## config.mk

```make
export PLATFORM = sky130hd
export DESIGN_NAME = aes_spi_ctrl_flat
export DESIGN_NICKNAME = d
export VERILOG_FILES = /design/src/rtl/aes_spi_ctrl_if.sv /design/src/rtl/aes_spi_ctrl.sv /design/src/flat_wrapper.sv
export SDC_FILE = /design/constraint.sdc
export NUM_CORES = 1
export LEC_CHECK = 0
export CORE_AREA = 2 2 304 306
export DETAILED_ROUTE_END_ITERATION = 8
export DIE_AREA = 0 0 306 308
export SYNTH_ARGS = -nofsm -noshare
export SYNTH_HDL_FRONTEND = slang
export SYNTH_SLANG_ARGS = --single-unit
```

## constraint.sdc

```tcl
create_clock -name clk -period 22.6 [get_ports clk]
set_input_delay 4.52 -clock clk [delete_from_list [all_inputs] [get_ports clk]]
set_output_delay 4.52 -clock clk [all_outputs]
set_load 0.05 [all_outputs]
```

## src/rtl/aes_spi_ctrl_if.sv

```systemverilog
// Bundle between the SPI-side transaction controller, the SPI slave and the AES core.
// slave = controller view; master = the surrounding SPI slave / core / test environment.
interface aes_spi_ctrl_if #(
  parameter int Nk = 4
);
  logic                 cs;
  logic [127:0]         msg_in;
  logic [Nk*32-1:0]     key_in;
  logic [127:0]         aes_result;
  logic                 aes_done;
  logic [127:0]         aes_msg;
  logic [Nk*32-1:0]     aes_key;
  logic                 aes_start;
  logic [127:0]         processed_out;
  logic                 busy;
  logic                 result_valid;
  logic                 err;
  logic [1:0]           err_code;

  modport slave (
    input  cs, msg_in, key_in, aes_result, aes_done,
    output aes_msg, aes_key, aes_start, processed_out, busy, result_valid, err, err_code
  );

  modport master (
    output cs, msg_in, key_in, aes_result, aes_done,
    input  aes_msg, aes_key, aes_start, processed_out, busy, result_valid, err, err_code
  );
endinterface

```

## src/rtl/aes_spi_ctrl.sv

```systemverilog
// SPI frame tracker / AES launch controller: load frame -> one AES op -> result held for readout.
// Start one cycle after load cs fall, result one cycle after aes_done; no backpressure, frames during an op are flagged and dropped.
module aes_spi_ctrl #(
  parameter int Nk      = 4,
  parameter int TIMEOUT = 1023
) (
  input  logic          clk,
  input  logic          rst,
  aes_spi_ctrl_if.slave bus
);
  localparam int L  = 128 + Nk*32;
  localparam int KW = Nk*32;
  localparam int BW = $clog2(L+2);
  localparam int TW = $clog2(TIMEOUT+1);

  typedef enum logic [2:0] {IDLE, LOAD, START, BUSY, READY, SEND} state_t;

  state_t          state, state_d;
  logic            cs_q;
  logic [BW-1:0]   bitcnt;
  logic [TW-1:0]   tcnt;
  logic            cs_rise, cs_fall;
  logic            load_op, capture, err_set;
  logic [1:0]      err_code_d;

  logic [127:0]    aes_msg_q, processed_q;
  logic [KW-1:0]   aes_key_q;
  logic            aes_start_q, busy_q, result_valid_q, err_q;
  logic [1:0]      err_code_q;

  assign cs_rise = bus.cs & ~cs_q;
  assign cs_fall = ~bus.cs & cs_q;

  always_comb begin
    state_d    = state;
    load_op    = 1'b0;
    capture    = 1'b0;
    err_set    = 1'b0;
    err_code_d = 2'd0;
    case (state)
      IDLE:  if (cs_rise) state_d = LOAD;
      LOAD: begin
        if (cs_fall) begin
          if (bitcnt == BW'(L)) begin
            load_op = 1'b1;
            state_d = START;
          end else begin
            err_set    = 1'b1;
            err_code_d = 2'd1;
            state_d    = IDLE;
          end
        end
      end
      START: begin
        state_d = BUSY;
        if (cs_rise) begin
          err_set    = 1'b1;
          err_code_d = 2'd2;
        end
      end
      BUSY: begin
        if (cs_rise) begin
          err_set    = 1'b1;
          err_code_d = 2'd2;
        end
        // Completion beats a timeout that expires on the same edge.
        if (bus.aes_done) begin
          capture = 1'b1;
          state_d = READY;
        end else if (tcnt == TW'(TIMEOUT)) begin
          err_set    = 1'b1;
          err_code_d = 2'd3;
          state_d    = IDLE;
        end
      end
      READY: if (cs_rise) state_d = SEND;
      SEND:  if (cs_fall) state_d = (bitcnt >= BW'(128)) ? IDLE : READY;
      default: state_d = IDLE;
    endcase
  end

  always_ff @(posedge clk or posedge rst) begin
    if (rst) begin
      state          <= IDLE;
      cs_q           <= 1'b0;
      bitcnt         <= '0;
      tcnt           <= '0;
      aes_msg_q      <= '0;
      aes_key_q      <= '0;
      processed_q    <= '0;
      aes_start_q    <= 1'b0;
      busy_q         <= 1'b0;
      result_valid_q <= 1'b0;
      err_q          <= 1'b0;
      err_code_q     <= 2'd0;
    end else begin
      state <= state_d;
      cs_q  <= bus.cs;

      // The rising-edge cycle already carries the first bit, so a frame of n cycles ends at n.
      if (cs_rise)
        bitcnt <= BW'(1);
      else if (bus.cs && bitcnt != BW'(L+1))
        bitcnt <= bitcnt + BW'(1);

      if (state_d == START)
        tcnt <= '0;
      else if (state_d == BUSY)
        tcnt <= tcnt + TW'(1);

      if (load_op) begin
        aes_msg_q <= bus.msg_in;
        aes_key_q <= bus.key_in;
      end
      if (capture)
        processed_q <= bus.aes_result;

      aes_start_q    <= (state_d == START);
      busy_q         <= (state_d == START) || (state_d == BUSY);
      result_valid_q <= (state_d == READY) || (state_d == SEND);

      if (load_op) begin
        err_q      <= 1'b0;
        err_code_q <= 2'd0;
      end else if (err_set) begin
        err_q      <= 1'b1;
        err_code_q <= err_code_d;
      end
    end
  end

  assign bus.aes_msg       = aes_msg_q;
  assign bus.aes_key       = aes_key_q;
  assign bus.processed_out = processed_q;
  assign bus.aes_start     = aes_start_q;
  assign bus.busy          = busy_q;
  assign bus.result_valid  = result_valid_q;
  assign bus.err           = err_q;
  assign bus.err_code      = err_code_q;
endmodule
```

## src/flat_wrapper.sv

```systemverilog
// flat-port wrapper written by rule: the top's interface ports become plain ports
module aes_spi_ctrl_flat 
#(
  parameter int Nk      = 4,
  parameter int TIMEOUT = 1023
)
  (clk, rst, bus_cs, bus_msg_in, bus_key_in, bus_aes_result, bus_aes_done, bus_aes_msg, bus_aes_key, bus_aes_start, bus_processed_out, bus_busy, bus_result_valid, bus_err, bus_err_code);
  aes_spi_ctrl_if #(.Nk(Nk)) bus_i ();
  input  logic clk;
  input  logic rst;
  input wire logic [$bits(bus_i.cs)-1:0] bus_cs;
  input wire logic [$bits(bus_i.msg_in)-1:0] bus_msg_in;
  input wire logic [$bits(bus_i.key_in)-1:0] bus_key_in;
  input wire logic [$bits(bus_i.aes_result)-1:0] bus_aes_result;
  input wire logic [$bits(bus_i.aes_done)-1:0] bus_aes_done;
  output wire logic [$bits(bus_i.aes_msg)-1:0] bus_aes_msg;
  output wire logic [$bits(bus_i.aes_key)-1:0] bus_aes_key;
  output wire logic [$bits(bus_i.aes_start)-1:0] bus_aes_start;
  output wire logic [$bits(bus_i.processed_out)-1:0] bus_processed_out;
  output wire logic [$bits(bus_i.busy)-1:0] bus_busy;
  output wire logic [$bits(bus_i.result_valid)-1:0] bus_result_valid;
  output wire logic [$bits(bus_i.err)-1:0] bus_err;
  output wire logic [$bits(bus_i.err_code)-1:0] bus_err_code;
  assign bus_i.cs = bus_cs;
  assign bus_i.msg_in = bus_msg_in;
  assign bus_i.key_in = bus_key_in;
  assign bus_i.aes_result = bus_aes_result;
  assign bus_i.aes_done = bus_aes_done;
  assign bus_aes_msg = bus_i.aes_msg;
  assign bus_aes_key = bus_i.aes_key;
  assign bus_aes_start = bus_i.aes_start;
  assign bus_processed_out = bus_i.processed_out;
  assign bus_busy = bus_i.busy;
  assign bus_result_valid = bus_i.result_valid;
  assign bus_err = bus_i.err;
  assign bus_err_code = bus_i.err_code;
  aes_spi_ctrl #(.Nk(Nk), .TIMEOUT(TIMEOUT)) u_core (.clk(clk), .rst(rst), .bus(bus_i));
endmodule
```

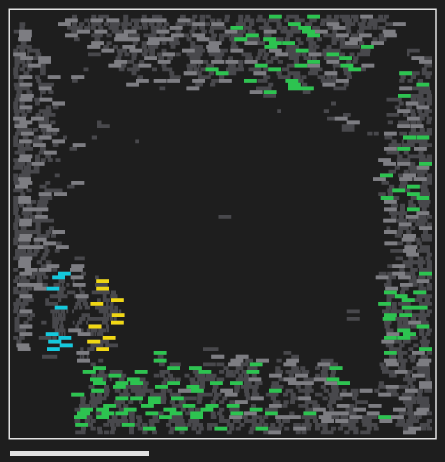
*Where the registers sit*
Bar = 100 µm.
- u_core.bitcnt: cyan (flops 9; where lower left)
- u_core.bus.aes_msg: green (flops 128; where spread over the die)
- u_core.tcnt: yellow (flops 10; where lower left)
register area: 10300 µm²
Seq/total area: 37.9%
Core Util, Final: 30.0%
P_seq: 747 µW

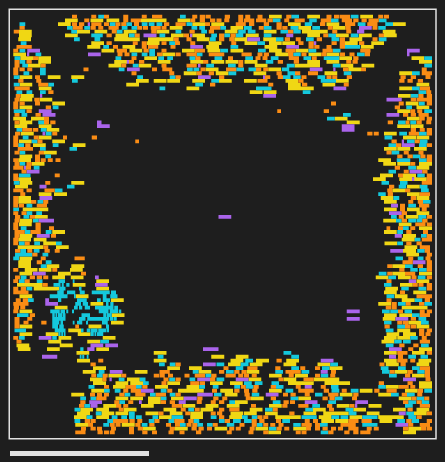
*Cells colored by class*
Bar = 100 µm.
- clock drivers and dummy loads: purple (cells 89; share of their area 6.6%)
- registers: yellow (cells 413; share of their area 40%)
- remaining logic cells: cyan (cells 508; share of their area 23%)
- remaining buffers and delay cells: orange (cells 786; share of their area 30%)
Core Box Area: 91000 µm²
Finished Cell Area: 27300 µm²

==> results.cfg <==
; implementation run metrics
[outcome]
run_status = completed

[cts]
cts_resized = 0
ctsHoldBuffers = 0
clock_latency_ns = 0.60
cts-root-buf = clkbuf_16
cts_made_buffers = 49
cts_tree = built
cts_buffer_depth = 3
numClockSinks = 413
clkTransAtPathRegs_ns = 0.06
post-cts-setup-buffer-count = 0
htree_levels = 2

[synthesis]
edf_count = 0
ff_type = dfrtp_1
ys_cells = 966
netlist_instances = 966
synth_warnings = 0
ys_types = 47
numSynthFlops = 413
syn_area_per_cell_um2 = 17.3
fp_nets = 1358
netlist_area_um2 = 16700
ys_seq_share_pct = 61.7
synthArstFlopShare_pct = 100

[sta]
finalMaxSlewViolations = 0
setup_tns_ns = 0
fin_crit_ns = 8.33
fin_crit_sh_pct = 36.8
slew_headroom_pct = 32.1
finalHoldViolations = 0
hold_slack_ns = 0.492
max_freq_ghz = 0.120
setup_viol = 0
rsz0062_at_grt = no
finClkSkew_ns = 0.0193

[final_layout]
layout-drive-gt1-share_pct = 26.2
syn2layout_area_growth_pct = 62.7
fin_nets = 2150
final_cell_mix = 777 x clkdlybuf4s50_1, 413 x dfrtp_1, 200 x mux2_4

[floorplanning]
die_y_um = 308
fp_util_pct = 18.4
die_w_um = 306
ios = 778
rows = 111
dieArea_um2 = 94200

[min_path]
holdCritStartpoint = u_core.bus.err_code[1]
hold_depth = 2
hold_end = u_core.bus.err_code[1]

[worst_setup_path]
arrival_ns = 8.80
reg2regPathDepth = 6
r2r-start = u_core.bitcnt[4]
slowest_stage = buf_4
cp.required_ns = 23.08
path_cells = clkdlybuf4s50_1 -> nand3b_1 -> or4b_4 -> nor2_8 -> buf_4 -> buf_12 -> mux2_4
end_kind = register
critPathBufInv = 3
worstSetupStartpointType = primary input
critPathMaxStageDelay_ns = 0.83
cp_top_family = buffers and inverters
crit_type = primary input to register

[global_routing]
grt_use_met1_pct = 11.7
grt_max_degree = 119
met2_usage_pct = 18.4
grt_pass1_vias = 12200
grt_pass1_wl_mm = 76.9
busiest_layer = met2
antenna_found_initial = 2
met3_usage_pct = 3.31
overflow = 0

[route]
route.detailed.drc = 0
viasPerCell = 3.74
dr.pass1.iters = 4
final_antenna_net_count = 0
drt_iter0_drc = 471
routed-via-count = 11200

[placement]
portBuffers = 777
hpwlAfterDp_mm = 38.7
gp_congestion = 0.804

[pwr]
vdd_drop_max_mv = 0.0555
p_per_area_nw_per_um2 = 61.6

[run]
maxCapViolCount = 0
warning_count = 32
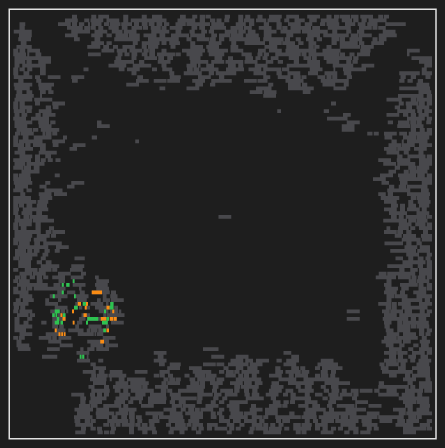
*Logic cells by family*
- nor cells: orange (cells 21; where lower left)
- nand cells: green (cells 30)
Comb area share: 21.4%
fin cells: 2983
most numerous logic cell after layout: clkdlybuf4s50_1

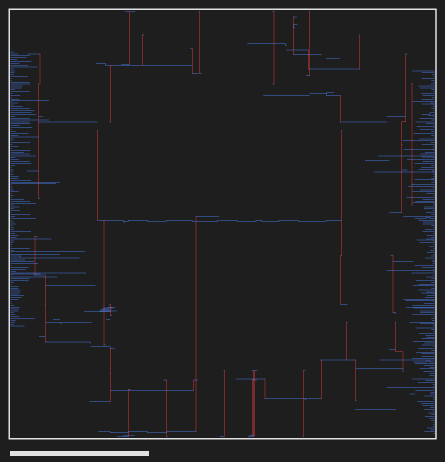
*Metal layers overlaid*
Bar = 100 µm. Two of the layers only.
- M4: red (wire length 1710 µm)
- M3: blue (wire length 4110 µm)
GRT Util Overall: 10.5%
Routed WL: 51.8 mm

-- per-layer routing --
layer / share of wire [%] / wire length [µm]
met4: 3.3 / 1710
met3: 7.9 / 4110
met1: 37 / 19300
met2: 51 / 26600
met5: 0 / 0
-- cell usage after synthesis (2+ instances only) --
cell type	instances	share of area [%]
o22ai_1	4	0.15
or3_1	2	0.075
nor2b_1	2	0.075
buf_1	3	0.067
dfrtp_1	413	62
buf_4	4	0.18
ha_1	4	0.30
mux2_1	7	0.47
and3_1	3	0.11
a21oi_1	2	0.060
mux2i_1	9	0.54
o21bai_1	3	0.13
nand2_1	15	0.34
nor2_1	10	0.22
buf_6	2	0.13
nor3_1	2	0.060
nand3_1	9	0.27
xor2_1	4	0.21
inv_1	10	0.22
nand2b_1	3	0.11
o21ai_0	16	0.48
nor4_1	5	0.19
clkbuf_1	13	0.29
nand4_1	2	0.075
buf_12	22	2.6
mux2_2	177	12
mux2_4	200	18
-- metrics by stage --
step | std cells | cell area, µm² | power (µW) | setup slack, ns | utilization, %
floorplan | 966 | 16700 | 783 | 6.59 | -
detailed placement | 2893 | 25600 | 864 | 13.65 | 28.1
global route | 2983 | 27300 | 1750 | 14.11 | 30.0
CTS | 2982 | 27300 | 1710 | 14.33 | 30.0
global placement | 2893 | 25600 | 861 | 13.81 | 28.1
finish | 2983 | 27300 | 1680 | 14.27 | 30.0
-- state kept, by name (all words and copies together), names as in the netlist --
| name | flops |
|---|---|
| u_core.bus.err_code | 2 |
| u_core.bus.aes_msg | 128 |
| u_core.bus.aes_start | 1 |
| u_core.bitcnt | 9 |
| u_core.tcnt | 10 |
| u_core.bus.result_valid | 1 |
| u_core.cs_q | 1 |
| u_core.bus.processed_out | 128 |
| u_core.state | 3 |
| u_core.bus.busy | 1 |
| u_core.bus.err | 1 |
| u_core.bus.aes_key | 128 |
-- area by class of cell --
| class | count | area, µm² |
|---|---|---|
| diodes | 1 | 2.50 |
| clock buffers | 76 | 1500 |
| clock inverters | 13 | 199 |
| fillers | 9006 | 63700 |
| inverters | 10 | 45.0 |
| multi-input cells | 498 | 5830 |
| flip-flops and latches | 413 | 10300 |
| well taps | 1186 | 1480 |
| repair buffers | 786 | 7860 |
-- tightest hold or removal path, delay by kind of cell, from the launching register on --
| family | cells | cell delay (ns) |
|---|---|---|
| simple gates | 2 | 0.10 |
| flops | 1 | 0.35 |
-- power breakdown --
part | switching [µW] | internal (µW)
logic | 35.6 | 66.0
clock network | 319 | 511
registers | 4.60 | 743
-- kinds of logic after synthesis --
group | count (synthesis) | share of synthesized area (%)
simple gates | 60 | 1.95
mux | 393 | 30.8
fa+ha+maj | 5 | 0.359
flops | 413 | 61.7
compound gates | 35 | 1.33
buf+inv | 55 | 3.56
xor+xnor | 5 | 0.261
-- how the worst max path moves through the flow --
stage                      start                       to  slack [ns]  cells after the start
after floorplan              rst         u_core.bitcnt[0]        6.59                      1
after global placement    bus_cs   u_core.bus.aes_msg[60]       13.81                      7
after detailed placement  bus_cs  u_core.bus.aes_key[107]       13.65                      7
after CTS                 bus_cs   u_core.bus.aes_msg[72]       14.33                      7
after global routing      bus_cs  u_core.bus.aes_key[121]       14.11                      7
final                     bus_cs  u_core.bus.aes_key[101]       14.27                      7
Power is estimated from default activity; no workload was simulated.
